<file path="src/rtl/mem_stage.sv">
// Memory-access stage of the 10-bit pipeline: issues loads/stores over a req/ack
// port, stalls upstream while an access is outstanding, and registers writeback.
module mem_stage #(
  parameter int ACK_TIMEOUT = 15
) (
  input  logic       clk,
  input  logic       rst,
  input  logic [1:0] ldst_en,
  input  logic       wr_en,
  input  logic [9:0] alu_out,
  input  logic [2:0] wr_reg,
  input  logic [9:0] t1,
  output logic       mem_req,
  output logic       mem_we,
  output logic [9:0] mem_addr,
  output logic [9:0] mem_wdata,
  input  logic [9:0] mem_rdata,
  input  logic       mem_ack,
  output logic       stall,
  output logic       wb_en,
  output logic [9:0] wb_data,
  output logic [2:0] wb_reg,
  output logic       err
);

  // Handshake: mem_req rises with the address/data and holds them stable until
  // the cycle mem_ack is sampled high (single-cycle pulse), or until the timeout.

  typedef enum logic {IDLE = 1'b0, BUSY = 1'b1} state_t;

  localparam logic [7:0] TMO_LAST = 8'(ACK_TIMEOUT - 1);

  state_t     state, state_n;
  logic [7:0] cnt, cnt_n;
  logic       mem_req_n, mem_we_n;
  logic [9:0] mem_addr_n, mem_wdata_n;
  logic       wb_en_n;
  logic [9:0] wb_data_n;
  logic [2:0] wb_reg_n;
  logic       err_n;
  logic       cap_wr_en, cap_wr_en_n;
  logic [2:0] cap_wr_reg, cap_wr_reg_n;

  // stall doubles as the externally visible FSM state.
  assign stall = (state == BUSY);

  always_ff @(posedge clk or posedge rst) begin
    if (rst) begin
      state      <= IDLE;
      cnt        <= '0;
      mem_req    <= 1'b0;
      mem_we     <= 1'b0;
      mem_addr   <= '0;
      mem_wdata  <= '0;
      wb_en      <= 1'b0;
      wb_data    <= '0;
      wb_reg     <= '0;
      err        <= 1'b0;
      cap_wr_en  <= 1'b0;
      cap_wr_reg <= '0;
    end else begin
      state      <= state_n;
      cnt        <= cnt_n;
      mem_req    <= mem_req_n;
      mem_we     <= mem_we_n;
      mem_addr   <= mem_addr_n;
      mem_wdata  <= mem_wdata_n;
      wb_en      <= wb_en_n;
      wb_data    <= wb_data_n;
      wb_reg     <= wb_reg_n;
      err        <= err_n;
      cap_wr_en  <= cap_wr_en_n;
      cap_wr_reg <= cap_wr_reg_n;
    end
  end

  always_comb begin
    state_n      = state;
    cnt_n        = cnt;
    mem_req_n    = mem_req;
    mem_we_n     = mem_we;
    mem_addr_n   = mem_addr;
    mem_wdata_n  = mem_wdata;
    wb_en_n      = 1'b0;
    wb_data_n    = wb_data;
    wb_reg_n     = wb_reg;
    err_n        = 1'b0;
    cap_wr_en_n  = cap_wr_en;
    cap_wr_reg_n = cap_wr_reg;
    case (state)
      IDLE: begin
        case (ldst_en)
          2'b00: begin
            wb_en_n   = wr_en;
            wb_data_n = alu_out;
            wb_reg_n  = wr_reg;
          end
          2'b01: begin
            mem_req_n    = 1'b1;
            mem_we_n     = 1'b0;
            mem_addr_n   = alu_out;
            cap_wr_en_n  = wr_en;
            cap_wr_reg_n = wr_reg;
            cnt_n        = '0;
            state_n      = BUSY;
          end
          2'b10: begin
            mem_req_n   = 1'b1;
            mem_we_n    = 1'b1;
            mem_addr_n  = alu_out;
            mem_wdata_n = t1;
            cnt_n       = '0;
            state_n     = BUSY;
          end
          default: err_n = 1'b1;
        endcase
      end
      BUSY: begin
        cnt_n = cnt + 8'd1;
        // An ack on the timeout edge still completes the access cleanly.
        if (mem_ack) begin
          mem_req_n = 1'b0;
          cnt_n     = '0;
          state_n   = IDLE;
          if (!mem_we) begin
            wb_en_n   = cap_wr_en;
            wb_data_n = mem_rdata;
            wb_reg_n  = cap_wr_reg;
          end
        end else if (cnt == TMO_LAST) begin
          mem_req_n = 1'b0;
          err_n     = 1'b1;
          cnt_n     = '0;
          state_n   = IDLE;
        end
      end
      default: state_n = IDLE;
    endcase
  end

endmodule

</file>
<file path="config.mk">
export PLATFORM = sky130hd
export DESIGN_NAME = mem_stage
export DESIGN_NICKNAME = d
export VERILOG_FILES = /design/src/rtl/mem_stage.sv
export SDC_FILE = /design/constraint.sdc
export NUM_CORES = 1
export LEC_CHECK = 0
export CAP_MARGIN = 10
export CORE_ASPECT_RATIO = 0.9
export CORE_MARGIN = 2
export CORE_UTILIZATION = 48
export CTS_CLUSTER_SIZE = 14
export DETAILED_ROUTE_END_ITERATION = 7
export PLACE_DENSITY_LB_ADDON = 0.12
export SLEW_MARGIN = 25
export SYNTH_ARGS = -nofsm -noshare
export SYNTH_HDL_FRONTEND = slang
export SYNTH_SLANG_ARGS = --single-unit
export TNS_END_PERCENT = 20
</file>
<file path="constraint.sdc">
create_clock -name clk -period 4.95 [get_ports clk]
set_clock_uncertainty 0.05 [all_clocks]
set_input_delay 0.495 -clock clk [delete_from_list [all_inputs] [get_ports clk]]
set_output_delay 0.495 -clock clk [all_outputs]
set_load 0.03 [all_outputs]
</file>
==> images/m1.png <==
Bar = 20 µm. Supply wires on this layer in gray.
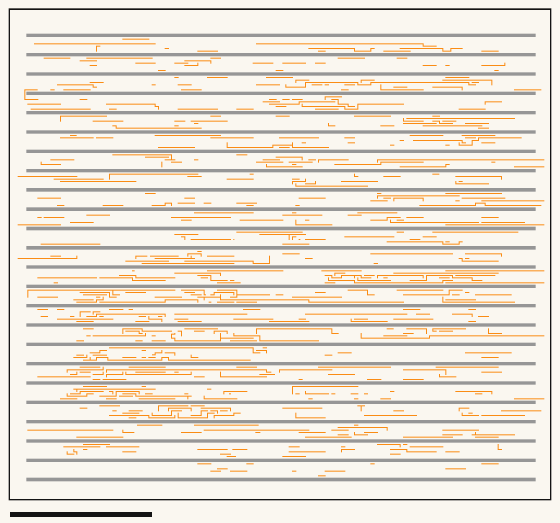
- longest straight run: 23.5 µm
- main direction: horizontal
- nets with wire on the layer: 261
- share of all routed wire: 46%

==> images/m2.png <==
Bar = 20 µm.
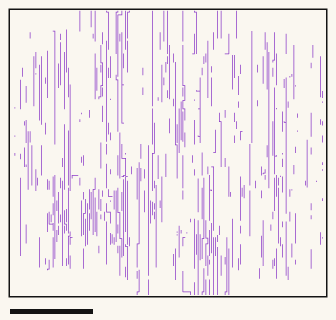
- longest straight run: 32.6 µm
- share of all routed wire: 45%
- main direction: vertical
WL final: 4600 µm
via count: 1626
met2 Use GR: 0.314

==> images/m3.png <==
Cells faint in the background.
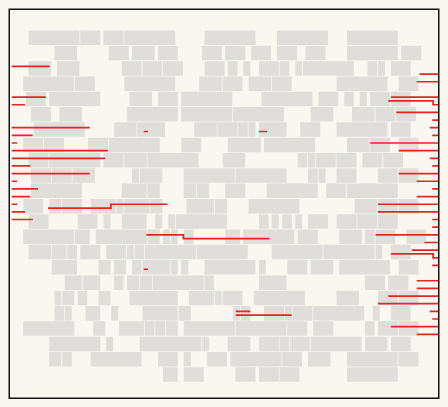
- share of all routed wire: 6.7%
- nets with wire on the layer: 52
met3 GRT Util: 0.0521

==> images/congestion_map.png <==
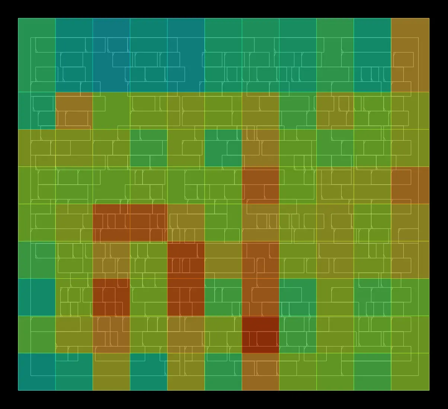
routed length per instance: 14.2 µm
met1 usage: 0.244
Core Util, Final: 0.705
Tot GR Track Use: 0.190

==> flow_metrics.env <==
# yosys + openroad results
export IMPL_outcome="completed"
export IMPL_sh_seq_area=0.396
export IMPL_power_density_nw_per_um2=512
export IMPL_synth_cells=183
export IMPL_crit_slowest_cell="nor2b_1"
export IMPL_grt_antenna_before_repair=0
export IMPL_root_buffer="clkbuf_8"
export IMPL_num_tap_cells=62
export IMPL_p_seq_frac=0.377
export IMPL_dieWidth_um=76.1
export IMPL_tightestPinTransition_ns=0.860
export IMPL_ioPinCount=77
export IMPL_grt_pass1_vias=1648
export IMPL_path_buffers=2
export IMPL_port_buffers=76
export IMPL_area_leaders="dfrtp_1 56%, mux2_2 11%, mux2i_1 5.8%"
export IMPL_cts_hold_buffers=0
export IMPL_comb_area_frac=0.293
export IMPL_syn_mean_instance_area_um2=12.3
export IMPL_cp_end_kind="flop"
export IMPL_clk_share=0.0336
export IMPL_largestRegisters="mem_addr (10), mem_wdata (10), wb_data (10)"
export IMPL_clockPowerShare=0.173
export IMPL_grt_first_pass_wirelength_um=7710
export IMPL_internal_power_mw=1.02
export IMPL_nClkBuffers=7
export IMPL_vdd_drop_max_mv=0.221
export IMPL_hold_class="flop to flop"
export IMPL_area_delta_synth_final_pct=41.0
export IMPL_path_delay_family="simple AND/OR/NAND/NOR gates"
cells in the final DEF (no fill, tap or decap), types with 3 or more instances in the layout:
cell type	netlist	final
clkdlybuf4s50_1	0	76
inv_1	8	7
nand2_1	19	19
mux2_2	22	22
nor2b_1	3	3
dfrtp_1	50	50
mux2i_1	13	13
nand2b_1	3	3
nand4_1	3	3
ha_1	6	6
o21ai_1	3	3
a31oi_1	4	4
nor2_1	3	3
nand3_1	4	4
mux2_1	3	3
clkbuf_8	0	5
o21ai_0	15	15
power by group through the flow:
stage          registers, mW  clock network (mW)  logic [mW]
6_report               0.610               0.281       0.727
5_1_grt                0.632               0.301       0.775
4_1_cts                0.612               0.285       0.732
3_5_place_dp           0.620                   0       0.731
3_3_place_gp           0.613                   0       0.721
2_1_floorplan          0.845                   0       0.190
path summary, 6_finish.rpt:
check | end | slack [ns] | cells after the start
min in group asynchronous | mem_wdata[8]$_DFFE_PP0P_ | 0.57 | 2
max in group asynchronous | wb_data[2]$_DFFE_PP0P_ | 3.88 | 2
setup reg to reg | mem_wdata[6]$_DFFE_PP0P_ | 3.17 | 2
setup / recovery | mem_wdata[6]$_DFFE_PP0P_ | 2.79 | 5
hold reg to reg | cnt[7]$_DFFE_PP0P_ | 0.43 | 1
hold / removal | cnt[7]$_DFFE_PP0P_ | 0.43 | 1
per-stage QoR:
stage	worst slack, ns	instance area, µm²	instances	utilization	hold WS (ns)
2_1_floorplan	3.20	2240	183	-	0.400
3_3_place_gp	2.36	3050	315	0.679	0.414
3_5_place_dp	2.33	3050	315	0.679	0.422
4_1_cts	2.66	3160	323	0.703	0.434
5_1_grt	2.67	3160	323	0.705	0.466
6_report	2.79	3160	323	0.705	0.431
per-layer routing:
layer,part of all wire,vias up
met5,0,-
met1,0.46,760
met4,0.015,0
met2,0.45,58
li1,-,801
met3,0.067,7
No activity file was given, so power comes from the tool's default toggle rates.
